### src/rtl/kamus_wb.sv
// kamus_wb: MEM/WB pipeline register and writeback stage with a two-state entry tracker.
// Optional retired-instruction counter (instret_o) is built only when KAMUS_WB_INSTRET_EN is defined.
//
// state | meaning
// EMPTY | no live entry in the MEM/WB register
// HELD  | live entry present, write pending or already done
module kamus_wb #(
    parameter int INSTRET_W = 64
) (
    input  logic        clk_i,
    input  logic        rst_i,
    input  logic        valid_i,
    input  logic [31:0] ex_rslt_i,
    input  logic [31:0] l1d_rd_data_i,
    input  logic [31:0] next_pc_i,
    input  logic [1:0]  wb_mux_sel_i,
    input  logic [4:0]  rd_addr_i,
    input  logic        regfile_wr_en_i,
    input  logic        stall_i,
    input  logic        flush_i,
    output logic        regfile_wr_en_o,
    output logic [4:0]  regfile_wr_addr_o,
    output logic [31:0] regfile_wr_data_o,
    output logic        fwd_valid_o,
    output logic        retired_o,
    output logic        sel_err_o
`ifdef KAMUS_WB_INSTRET_EN
    ,
    output logic [INSTRET_W-1:0] instret_o
`endif
);

    typedef enum logic {
        EMPTY = 1'b0,
        HELD  = 1'b1
    } state_t;

    state_t      state_q, state_d;
    logic        done_q, done_d;
    logic [31:0] ex_rslt_q, ld_data_q, next_pc_q;
    logic [1:0]  sel_q;
    logic [4:0]  rd_q;
    logic        we_q;
    logic        sel_err_q;
    logic        capture;
    logic        live;
    logic        sel_rsvd;
    logic [31:0] wb_data;

    assign capture = flush_i | ~stall_i;

    always_ff @(posedge clk_i) begin
        if (rst_i) begin
            state_q   <= EMPTY;
            done_q    <= 1'b0;
            ex_rslt_q <= 32'h0;
            ld_data_q <= 32'h0;
            next_pc_q <= 32'h0;
            sel_q     <= 2'b00;
            rd_q      <= 5'd0;
            we_q      <= 1'b0;
            sel_err_q <= 1'b0;
        end else begin
            state_q <= state_d;
            done_q  <= done_d;
            if (capture) begin
                ex_rslt_q <= ex_rslt_i;
                ld_data_q <= l1d_rd_data_i;
                next_pc_q <= next_pc_i;
                sel_q     <= wb_mux_sel_i;
                rd_q      <= rd_addr_i;
                we_q      <= regfile_wr_en_i & ~flush_i;
            end
            if (sel_rsvd) begin
                sel_err_q <= 1'b1;
            end
        end
    end

    // done marks a stalled entry whose write and retire pulse were already issued
    always_comb begin
        state_d = state_q;
        done_d  = done_q;
        if (flush_i) begin
            state_d = EMPTY;
            done_d  = 1'b0;
        end else if (stall_i) begin
            if (state_q == HELD) begin
                done_d = 1'b1;
            end
        end else begin
            state_d = valid_i ? HELD : EMPTY;
            done_d  = 1'b0;
        end
    end

    assign live     = (state_q == HELD) & ~done_q;
    assign sel_rsvd = (state_q == HELD) & (sel_q == 2'b11);

    always_comb begin
        wb_data = 32'h0;
        case (sel_q)
            2'b00:   wb_data = ex_rslt_q;
            2'b01:   wb_data = ld_data_q;
            2'b10:   wb_data = next_pc_q;
            default: wb_data = 32'h0;
        endcase
    end

    // rst_i masks the outputs so they read zero throughout the reset clock
    assign regfile_wr_en_o   = ~rst_i & live & we_q & (rd_q != 5'd0) & (sel_q != 2'b11);
    assign regfile_wr_addr_o = rst_i ? 5'd0 : rd_q;
    assign regfile_wr_data_o = rst_i ? 32'h0 : wb_data;
    assign fwd_valid_o       = regfile_wr_en_o;
    assign retired_o         = ~rst_i & live;
    assign sel_err_o         = ~rst_i & (sel_err_q | sel_rsvd);

`ifdef KAMUS_WB_INSTRET_EN
    logic [INSTRET_W-1:0] instret_q;

    always_ff @(posedge clk_i) begin
        if (rst_i) begin
            instret_q <= '0;
        end else if (live) begin
            instret_q <= instret_q + INSTRET_W'(1);
        end
    end

    assign instret_o = rst_i ? '0 : instret_q;
`else
    localparam int unused_instret_w = INSTRET_W;
`endif

endmodule

### config.mk
export PLATFORM = sky130hd
export DESIGN_NAME = kamus_wb
export DESIGN_NICKNAME = d
export VERILOG_FILES = /design/src/rtl/kamus_wb.sv
export SDC_FILE = /design/constraint.sdc
export NUM_CORES = 1
export LEC_CHECK = 0
export CAP_MARGIN = 10
export CELL_PAD_IN_SITES_DETAIL_PLACEMENT = 0
export CELL_PAD_IN_SITES_GLOBAL_PLACEMENT = 1
export CORE_MARGIN = 2
export CORE_UTILIZATION = 35
export CTS_CLUSTER_DIAMETER = 150
export DETAILED_ROUTE_END_ITERATION = 8
export GPL_TIMING_DRIVEN = 0
export HOLD_SLACK_MARGIN = 0.08
export PLACE_DENSITY_LB_ADDON = 0.1
export SLEW_MARGIN = 10
export SYNTH_ARGS = -nofsm -noshare
export SYNTH_HDL_FRONTEND = slang
export SYNTH_SLANG_ARGS = --single-unit
### constraint.sdc
create_clock -name clk_i -period 3.22 [get_ports clk_i]
set_input_delay 0.322 -clock clk_i [delete_from_list [all_inputs] [get_ports clk_i]]
set_output_delay 0.322 -clock clk_i [all_outputs]
set_load 0.02 [all_outputs]
Fig. 1: run 1, cell placement
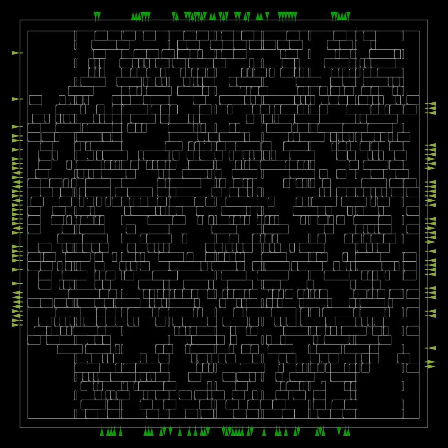
post-layout utilization of the core: 51.0%
fraction of area in registers: 31.9%
row count: 42

Fig. 2: run 1, port wiring
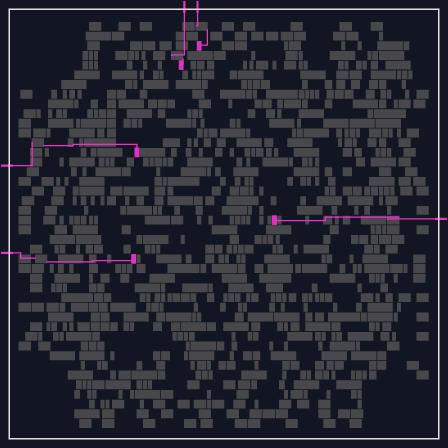
Magenta shows `rd_addr_i`, bits 5, direction input, end cells 5, buffers 5, wire 155 um.

Fig. 3: run 1, cell classes on the final placement
Fill, decap, tap and diode cells in grey.
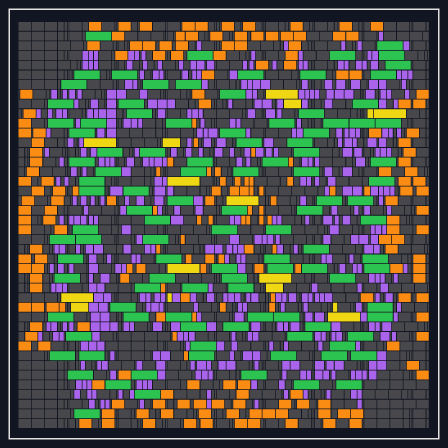
Yellow shows clock drivers and dummy loads, cells 16, share of their area 4.5%. Orange shows remaining buffers and delay cells, cells 205, share of their area 27%. Green shows sequential cells, cells 107, share of their area 33%. Purple shows combinational and other logic, cells 459, share of their area 35%.
cell area after layout: 6720 um2
core area: 13,200 um2

Fig. 4: run 1, met2 routing
Cells faint in the background.
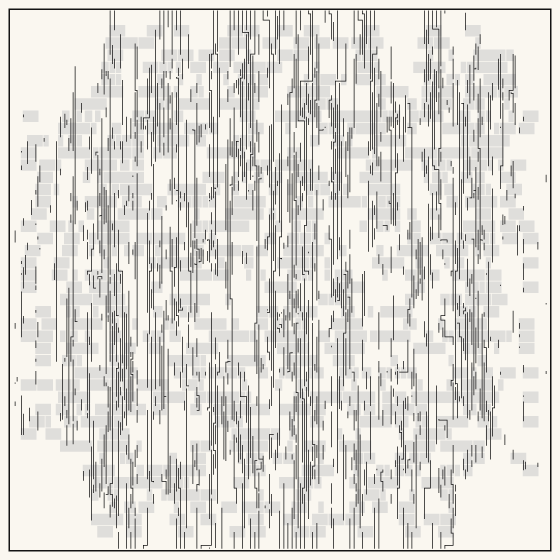
The layer carries 7,290 um of wire. 709 nets have wire on it. The layer holds 48% of the routed length. The longest straight run is 57.5 um. The wires run mostly vertical.
GR Util met2: 35.7%
total wire length: 15,200 um

==> impl_metrics.py, run 1 <==
# Metrics from the implementation run
metrics = {
    "die": {
        "io_pins": 150,
        "fp_util_pct": 35.8,
        "fp.dieH_um": 120,
        "die-area_um2": 14500,
    },
    "cts": {
        "insertion_delay_ns": 0.35,
        "clk_pin_slew_ns": 0.07,
        "cts_tree": "built",
        "cts_hold_buf": 0,
        "cts_setup_buffers": 0,
        "numCtsBuffers": 9,
        "cts_root_buffer": "clkbuf_16",
    },
    "setup_path": {
        "crit_chain": "buf_2, clkbuf_1, a211oi_1, a211oi_1, clkdlybuf4s50_1",
        "arrival_ns": 2.56,
        "slowest_stage": "clkdlybuf4s50_1",
        "slowest_delay_ns": 0.68,
        "critPathKind": "reg2out",
        "critPathLaunchType": "flop",
        "cp_max_fo": 10,
        "crit_top_cell": "a211oi_1",
        "critPathTopFamily": "buffers and inverters",
        "critPathCaptureType": "output port",
    },
    "pwr": {
        "clkPwrFrac_pct": 35.0,
        "pwr-share-comb_pct": 18.6,
        "vdd_drop_max_mv": 0.375,
        "pwr_density_cell_nw_per_um2": 464,
        "p_sw_uw": 815,
        "p_seq_share_pct": 46.4,
        "sw_frac_of_total_pct": 26.1,
    },
    "finish": {
        "fin_cells": 963,
        "antenna_cells": 0,
        "regArea_um2": 2140,
        "final_nets": 891,
        "n_fill_cell": 1327,
        "logic_area_um2": 2300,
        "drive_above_1_share_pct": 5.59,
    },
    "synth": {
        "yosys_warnings": 0,
        "syn-cell-area_um2": 4730,
        "synth_cells": 623,
        "syn_avg_cell_area_um2": 7.59,
        "ys_types": 17,
        "ys_ff": 107,
    },
    "flow_run": {
        "warnings": 26,
        "drv_cap": 0,
    },
    "place": {
        "placed_cells": 947,
        "port_buffers": 148,
        "post-dp-hpwl_um": 11500,
        "place.gp.congestion": 0.791,
    },
    "drt": {
        "via_per_inst": 4.86,
        "vias": 4681,
        "initialDrtViolationCount": 324,
        "ant_nets": 0,
        "drtPass1Iterations": 4,
        "drc": 0,
    },
    "global_route": {
        "grt_pass1_vias": 4589,
        "grt_usage_pct": 20.9,
        "antenna_found_initial": 0,
        "grt_max_degree": 16,
    },
    "final_timing": {
        "setup_tns_ns": 0,
        "skew_ns": 0.00207,
        "finalHoldViolations": 0,
        "rsz0062_at_grt": "false",
        "finalSetupViolCount": 0,
        "hold_ws_ns": 0.448,
    },
    "hold_path": {
        "min_path_type": "reg2reg",
    },
    "status": {
        "status": "completed",
    },
}
==> run 1: metal layers <==
metal / part of all wire (%) / track usage, % / wire length [um] / up-vias
li1: - / - / - / 2391
met1: 46 / 26.8 / 6990 / 2160
met2: 48 / 35.7 / 7290 / 115
met3: 5.1 / 4.86 / 775 / 15
met4: 1.2 / 5.23 / 190 / 0
met5: 0 / 0 / 0 / -
==> run 1: worst reg2reg max path, cell delays in order (launching register included) <==
cell and delay (ns):
dfxtp_1 0.30, buf_2 0.18, buf_4 0.19, buf_4 0.19
a31oi_1 0.24, nor2_1 0.06
==> run 1: final timing paths <==
check,cells past startpoint,slack [ns],startpoint,endpoint
worst max register to register,5,1.94,sel_q[0],sel_err_q
worst min-delay path,2,0.45,ex_rslt_q[10],ex_rslt_q[10]
worst min register to register,2,0.45,ex_rslt_q[10],ex_rslt_q[10]
worst max-delay path,5,0.34,sel_q[0],regfile_wr_data_o[31]
==> run 1: logic make-up (layout without fill, tap and decap cells) <==
logic type,Yosys count,after routing,share of synthesized area [%]
mux,2,2,0.424
compound gates,169,169,21.3
flops,107,107,45.3
buf+inv,57,221,6.01
simple gates,288,288,26.9
==> run 1: final cells by class <==
type	instances	area share [%]
flip-flops and latches	107	31.9
clock inverters	1	0.0745
multi-input cells	459	34.2
plain buffers	57	4.23
clock buffers	15	4.28
repair buffers	148	22.0
well taps	176	3.28
==> run 1: power by group through the flow <==
stage          sequential [mW]  combinational, mW  clock [mW]
6_report                  1.45              0.582        1.09
3_5_place_dp              1.48              0.583           0
4_1_cts                   1.45              0.586        1.11
3_3_place_gp              1.47              0.576           0
5_1_grt                   1.45              0.633        1.16
2_1_floorplan             1.46              0.299           0
==> run 1: registers in the layout (all words and copies together) (netlist names) <==
name and flops:
rd_q 5, next_pc_q 32, done_q 1, ld_data_q 32, ex_rslt_q 32, we_q 1, sel_err_q 1, sel_q 2
state_q 1
==> run 1: metrics by stage <==
stage	instance area, um2	setup WS, ns
after floorplan	4730	1.03
after global placement	6430	0.754
after detailed placement	6430	0.733
after CTS	6720	0.353
after global routing	6720	0.240
final	6720	0.337
==> run 1: synth_stat cells <==
library cell  count  area [um2]
a211oi_1         64         480
buf_4            13        97.6
nand2b_1         33         206
clkbuf_1         27         101
nor2b_1          37         231
nand2_1         207         777
and2b_1           1        7.51
mux2i_1           2        20.0
dfxtp_1         107        2140
nor4b_1           1        8.76
nor3b_1           1        7.51
nor2_1            4        15.0
a21oi_1         104         521
a31oi_1           1        6.26
nand3_1           1        5.00
buf_2            17        85.1
nor3_1            3        15.0
==> run 1: placed cells by master (no fill, tap or decap), drive strengths merged, types with 2 or more instances in the layout <==
| cell type | n |
|---|---|
| a211oi | 64 |
| a21oi | 104 |
| buf | 30 |
| clkbuf | 42 |
| clkdlybuf4s50 | 148 |
| dfxtp | 107 |
| mux2i | 2 |
| nand2 | 207 |
| nand2b | 33 |
| nor2 | 4 |
| nor2b | 37 |
| nor3 | 3 |
==> run 1 -> run 2 <==
--- a/config.mk
+++ b/config.mk
@@ -19,3 +19,4 @@
 export SYNTH_ARGS = -nofsm -noshare
 export SYNTH_HDL_FRONTEND = slang
 export SYNTH_SLANG_ARGS = --single-unit
+export TNS_END_PERCENT = 50
Fig. 5: run 2, port wiring
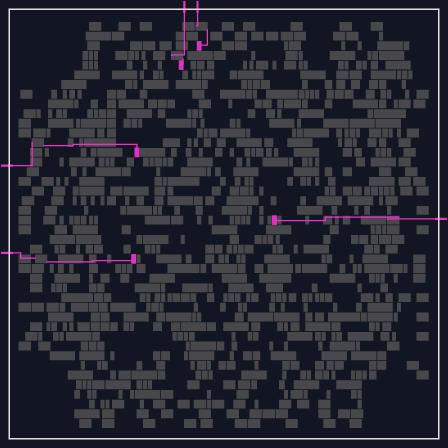
Magenta shows `rd_addr_i`, bits 5, direction input, end cells 5, buffers 5, wire 155 um.
num ports: 150
I/O Buffers: 148

==> run 2 against run 1 <==
Effect of this change: routed wire length unchanged; sequential share of layout area unchanged; synthesized cell count unchanged; combinational power about the same; critical endpoint unchanged.
==> impl_metrics.py, run 2 <==
# Metrics from the implementation run
metrics = {
    "status": {
        "status": "completed",
    },
    "cts": {
        "clk_pin_slew_ns": 0.07,
        "insertion_delay_ns": 0.35,
        "cts_setup_buffers": 0,
        "clockBufferDepth": 2,
        "cts_hold_buf": 0,
        "cts_max_level": 3,
        "cts_root_buffer": "clkbuf_16",
        "cts_tree": "built",
        "cts-resized-gates": 0,
        "clkSinkCount": 107,
        "numCtsBuffers": 9,
    },
    "drt": {
        "via_per_inst": 4.86,
        "wirelength_um": 15200,
        "drc": 0,
        "initialDrtViolationCount": 324,
        "wl_per_cell_um": 15.8,
        "ant_nets": 0,
        "vias": 4681,
        "drtPass1Iterations": 4,
    },
    "finish": {
        "area_growth_pct": 42.2,
        "drive_above_1_share_pct": 5.59,
        "layout_top_cell": "nand2_1",
        "n_fill_cell": 1327,
        "top_regs": "ex_rslt_q x32, ld_data_q x32, next_pc_q x32",
        "antenna_cells": 0,
        "finalInstanceArea_um2": 6720,
        "layout_top_cells": "nand2_1 (207), clkdlybuf4s50_1 (148), dfxtp_1 (107)",
        "final_nets": 891,
    },
    "final_timing": {
        "period_used_pct": 89.5,
        "worst_pin_slew_ns": 0.570,
        "slew_violations": 0,
        "setup_tns_ns": 0,
        "fmax_mhz": 347,
        "layout_min_cycle_time_ns": 2.88,
        "relSlewSlack_pct": 62.0,
        "skew_ns": 0.00207,
        "finalHoldViolations": 0,
        "rsz0062_at_grt": "false",
        "finalSetupViolCount": 0,
    },
    "place": {
        "place.gp.congestion": 0.791,
        "post-dp-hpwl_um": 11500,
        "place_area_um2": 6430,
    },
    "synth": {
        "synth_cells": 623,
        "common_cells": "nand2_1 (207), dfxtp_1 (107), a21oi_1 (104)",
        "synth_nets": 732,
        "synthArstFlopShare_pct": 0,
        "synth.most_common_cell": "nand2_1",
        "ys_types": 17,
        "enable_flop_cells": 0,
        "syn-cell-area_um2": 4730,
        "area_leaders": "dfxtp_1 (45%), nand2_1 (16%), a21oi_1 (11%), a211oi_1 (10%), nor2b_1 (4.9%)",
        "syn_avg_cell_area_um2": 7.59,
        "yosysTopAreaCellShare_pct": 45.3,
        "ys_ff": 107,
        "flop_cell": "dfxtp_1",
        "yosys_warnings": 0,
        "synth_stat.cells": 623,
        "ys_seq_share_pct": 45.3,
        "yosys_area_um2": 4730,
        "top_area_cell": "dfxtp_1",
    },
    "hold_path": {
        "min_path_type": "reg2reg",
    },
    "global_route": {
        "grt_pass1_vias": 4589,
        "grt_pass1_wl_um": 23400,
        "grt_usage_pct": 20.9,
        "grt_remaining_overflow": 0,
        "top_usage_layer": "met2",
        "met3_usage_pct": 4.86,
        "antenna_found_initial": 0,
        "grt_util_met2_pct": 35.7,
        "grt_use_met1_pct": 26.8,
        "grt_max_degree": 16,
    },
    "pwr": {
        "cellLeakagePower_nw": 2.56,
        "vdd_drop_max_mv": 0.375,
        "pwr_density_cell_nw_per_um2": 464,
    },
    "setup_path": {
        "critPathKind": "reg2out",
        "critPathCaptureType": "output port",
        "arrival_ns": 2.56,
        "critPathLaunchType": "flop",
        "cp_max_fo": 10,
        "required_ns": 2.90,
    },
    "flow_run": {
        "warnings": 26,
        "drv_cap": 0,
    },
    "die": {
        "fp_util_pct": 35.8,
        "row_count": 42,
        "fp.dieH_um": 120,
        "coreArea_um2": 13200,
        "die-area_um2": 14500,
        "die_w_um": 120,
    },
}
==> run 2: cell counts in the layout (fill, tap and decap cells not counted) <==
No cell type changed its count.
==> run 2: cells by family after synthesis <==
logic type | synth area share, %
and+or+nand+nor | 26.9
AOI/OAI and AO/OA | 21.3
DFF | 45.3
buffers and inverters | 6.01
muxes | 0.424
==> run 2: final timing paths <==
path | from | end | slack (ns) | depth (start not counted)
worst min-delay path | ex_rslt_q[10] | ex_rslt_q[10] | 0.45 | 2
worst min register to register | ex_rslt_q[10] | ex_rslt_q[10] | 0.45 | 2
worst max-delay path | sel_q[0] | regfile_wr_data_o[31] | 0.34 | 5
worst max register to register | sel_q[0] | sel_err_q | 1.94 | 5
==> run 2: worst max-delay path, stage by stage, from the launching register on <==
cell	delay [ns]
dfxtp_1	0.30
buf_2	0.22
clkbuf_1	0.44
a211oi_1	0.16
a211oi_1	0.40
clkdlybuf4s50_1	0.68
==> run 2: layout make-up <==
class | instances | area [um2] | area share, %
multi-input combinational | 459 | 2300 | 34.2
buffer | 57 | 284 | 4.23
tap | 176 | 220 | 3.28
sequential | 107 | 2140 | 31.9
timing repair buffer | 148 | 1480 | 22.0
clock buffer | 15 | 288 | 4.28
clock inverter | 1 | 5.00 | 0.0745
==> run 2: stage by stage <==
stage	hold slack, ns	instances	setup WS [ns]	power [mW]	utilization (%)
floorplan	0.399	623	1.03	1.76	-
global placement	0.433	947	0.754	2.05	48.7
detailed placement	0.439	947	0.733	2.06	48.7
CTS	0.449	963	0.353	3.14	51.0
global route	0.459	963	0.240	3.25	51.0
finish	0.448	963	0.337	3.12	51.0
==> run 2: routing by layer <==
metal | vias up | wire [um]
met5 | - | 0
met1 | 2160 | 6990
li1 | 2391 | -
met4 | 0 | 190
met3 | 15 | 775
met2 | 115 | 7290
==> run 2: where the power goes <==
group | switching [mW] | total (mW) | internal (mW)
Combinational | 0.291 | 0.582 | 0.290
Sequential | 0.0413 | 1.45 | 1.40
Clock | 0.482 | 1.09 | 0.610
==> run 2 -> run 3 <==
--- a/config.mk
+++ b/config.mk
@@ -15,6 +15,7 @@
 export GPL_TIMING_DRIVEN = 0
 export HOLD_SLACK_MARGIN = 0.08
 export PLACE_DENSITY_LB_ADDON = 0.1
+export RECOVER_POWER = 50
 export SLEW_MARGIN = 10
 export SYNTH_ARGS = -nofsm -noshare
 export SYNTH_HDL_FRONTEND = slang
Fig. 6: run 3, port wiring
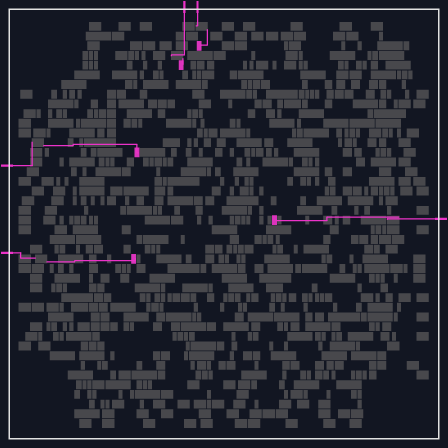
Magenta shows `rd_addr_i`, bits 5, direction input, end cells 5, buffers 5, wire 155 um.

==> run 3 against run 2 <==
Effect of this change: critical path depth is the same; sequential share of layout area grew 0.059 points; via count grew 0.17%; design area shrank 0.19%; register-to-register slack is essentially flat; maximum frequency grew 0.48%; sequential power is essentially flat; hold slack lost 0.00088 ns; cell count is the same; non-clock buffer count is the same; count of clock-buffer cells in the layout is the same; critical path type unchanged; critical endpoint unchanged.
==> impl_metrics.py, run 3 <==
# Metrics from the implementation run
metrics = {
    "status": {
        "status": "completed",
    },
    "die": {
        "row_count": 42,
        "io_pins": 150,
        "fp.dieH_um": 120,
        "die_w_um": 120,
        "coreArea_um2": 13200,
        "die-area_um2": 14500,
        "fp_util_pct": 35.8,
    },
    "pwr": {
        "pwr_density_cell_nw_per_um2": 465,
        "p_total_mw": 3.12,
        "cellLeakagePower_nw": 2.54,
        "vdd_drop_max_mv": 0.374,
    },
    "finish": {
        "area_growth_pct": 41.9,
        "final_core_util_pct": 50.9,
        "layout_top_cell": "nand2_1",
        "drive_above_1_share_pct": 4.57,
        "finalInstanceArea_um2": 6710,
        "regArea_um2": 2140,
        "final_nets": 891,
        "layout_top_cells": "nand2_1 (207), clkdlybuf4s50_1 (147), dfxtp_1 (107)",
        "fin_cells": 963,
        "logic_area_um2": 2300,
        "n_fill_cell": 1331,
        "top_regs": "ex_rslt_q x32, ld_data_q x32, next_pc_q x32",
        "antenna_cells": 0,
    },
    "final_timing": {
        "period_used_pct": 89.1,
        "fmax_mhz": 349,
        "rsz0062_at_grt": "false",
        "layout_min_cycle_time_ns": 2.87,
        "skew_ns": 0.00285,
        "slew_violations": 0,
        "relSlewSlack_pct": 61.7,
        "setup_tns_ns": 0,
        "finalHoldViolations": 0,
        "finalSetupViolCount": 0,
        "worst_pin_slew_ns": 0.575,
    },
    "synth": {
        "yosys_warnings": 0,
        "synth_stat.cells": 623,
        "synth.most_common_cell": "nand2_1",
        "enable_flop_cells": 0,
        "ys_types": 17,
        "synth_nets": 732,
        "yosysTopAreaCellShare_pct": 45.3,
        "syn_avg_cell_area_um2": 7.59,
        "synth_cells": 623,
        "syn-cell-area_um2": 4730,
        "ys_seq_share_pct": 45.3,
        "synthArstFlopShare_pct": 0,
        "flop_cell": "dfxtp_1",
        "top_area_cell": "dfxtp_1",
        "area_leaders": "dfxtp_1 (45%), nand2_1 (16%), a21oi_1 (11%), a211oi_1 (10%), nor2b_1 (4.9%)",
        "ys_ff": 107,
        "yosys_area_um2": 4730,
        "common_cells": "nand2_1 (207), dfxtp_1 (107), a21oi_1 (104)",
    },
    "place": {
        "placed_cells": 947,
        "place.gp.congestion": 0.791,
        "post-dp-hpwl_um": 11500,
        "place_area_um2": 6430,
        "port_buffers": 148,
    },
    "cts": {
        "clk_pin_slew_ns": 0.07,
        "cts-resized-gates": 0,
        "cts_setup_buffers": 0,
        "cts_root_buffer": "clkbuf_16",
        "cts_tree": "built",
        "numCtsBuffers": 9,
        "clkSinkCount": 107,
        "cts_max_level": 3,
        "insertion_delay_ns": 0.35,
        "clockBufferDepth": 2,
        "cts_hold_buf": 0,
    },
    "drt": {
        "wl_per_cell_um": 15.8,
        "drc": 0,
        "drtPass1Iterations": 4,
        "initialDrtViolationCount": 331,
        "ant_nets": 0,
        "via_per_inst": 4.87,
        "vias": 4689,
        "wirelength_um": 15300,
    },
    "global_route": {
        "antenna_found_initial": 0,
        "grt_pass1_vias": 4589,
        "grt_max_degree": 16,
        "grt_usage_pct": 20.9,
        "grt_pass1_wl_um": 23400,
        "grt_remaining_overflow": 0,
    },
    "setup_path": {
        "critPathLaunchType": "flop",
        "startpoint": "sel_q[0]",
        "rr_startpoint": "sel_q[0]",
        "required_ns": 2.90,
        "worstReg2RegEnd": "sel_err_q",
        "critPathCaptureType": "output port",
        "arrival_ns": 2.55,
        "rrSetupSlack_ns": 1.95,
        "critPathKind": "reg2out",
        "reg2reg_depth": 5,
        "crit_end": "regfile_wr_data_o[31]",
        "cp_max_fo": 10,
    },
    "hold_path": {
        "min_path_type": "reg2reg",
    },
    "flow_run": {
        "warnings": 26,
        "drv_cap": 0,
    },
}
[run 3: routing by layer]
metal | up-vias | global-route usage, % | routed length (um)
met5 | - | 0 | 0
met4 | 0 | 5.23 | 188
met3 | 12 | 4.86 | 790
met2 | 119 | 35.7 | 7340
met1 | 2167 | 26.8 | 6940
li1 | 2391 | - | -
[run 3: how the worst min path moves through the flow]
stage / from / endpoint / cells after the start / slack, ns
floorplan: flush_i / state_q / 1 / 0.40
global placement: ex_rslt_q[17] / ex_rslt_q[17] / 2 / 0.43
detailed placement: ex_rslt_q[13] / ex_rslt_q[13] / 2 / 0.44
CTS: ex_rslt_q[10] / ex_rslt_q[10] / 2 / 0.45
global route: ex_rslt_q[0] / ex_rslt_q[0] / 2 / 0.46
finish: ex_rslt_q[10] / ex_rslt_q[10] / 2 / 0.45
[run 3: cell families after synthesis]
logic type / share of synthesized area [%]
flip-flops: 45.3
AND/OR/NAND/NOR: 26.9
AND-OR/OR-AND: 21.3
multiplexers: 0.424
buffers and inverters: 6.01
[run 3: power by group]
part / switching, mW / internal [mW]
clock network: 0.485 / 0.610
registers: 0.0412 / 1.40
logic: 0.291 / 0.288
[run 3: worst max-delay path: stages, from the launching register on]
cell and delay, ns:
dfxtp_1 0.30, buf_2 0.21, clkbuf_1 0.44, a211oi_1 0.16
a211oi_1 0.40, clkdlybuf4s50_1 0.68
[run 3: cell type report]
class,instances,share of cell area (%)
Buffer,57,4.05
Clock buffer,15,4.29
Tap cell,176,3.28
Sequential cell,107,31.9
Timing Repair Buffer,148,22.1
Clock inverter,1,0.0746
Multi-Input combinational cell,459,34.3
[run 3: per-stage QoR]
step                      hold slack, ns  setup slack [ns]
after global placement             0.433             0.754
after CTS                          0.449             0.353
after global routing               0.459             0.240
after floorplan                    0.399              1.03
final                              0.448             0.351
after detailed placement           0.439             0.733
Power and IR drop assume default switching activity.
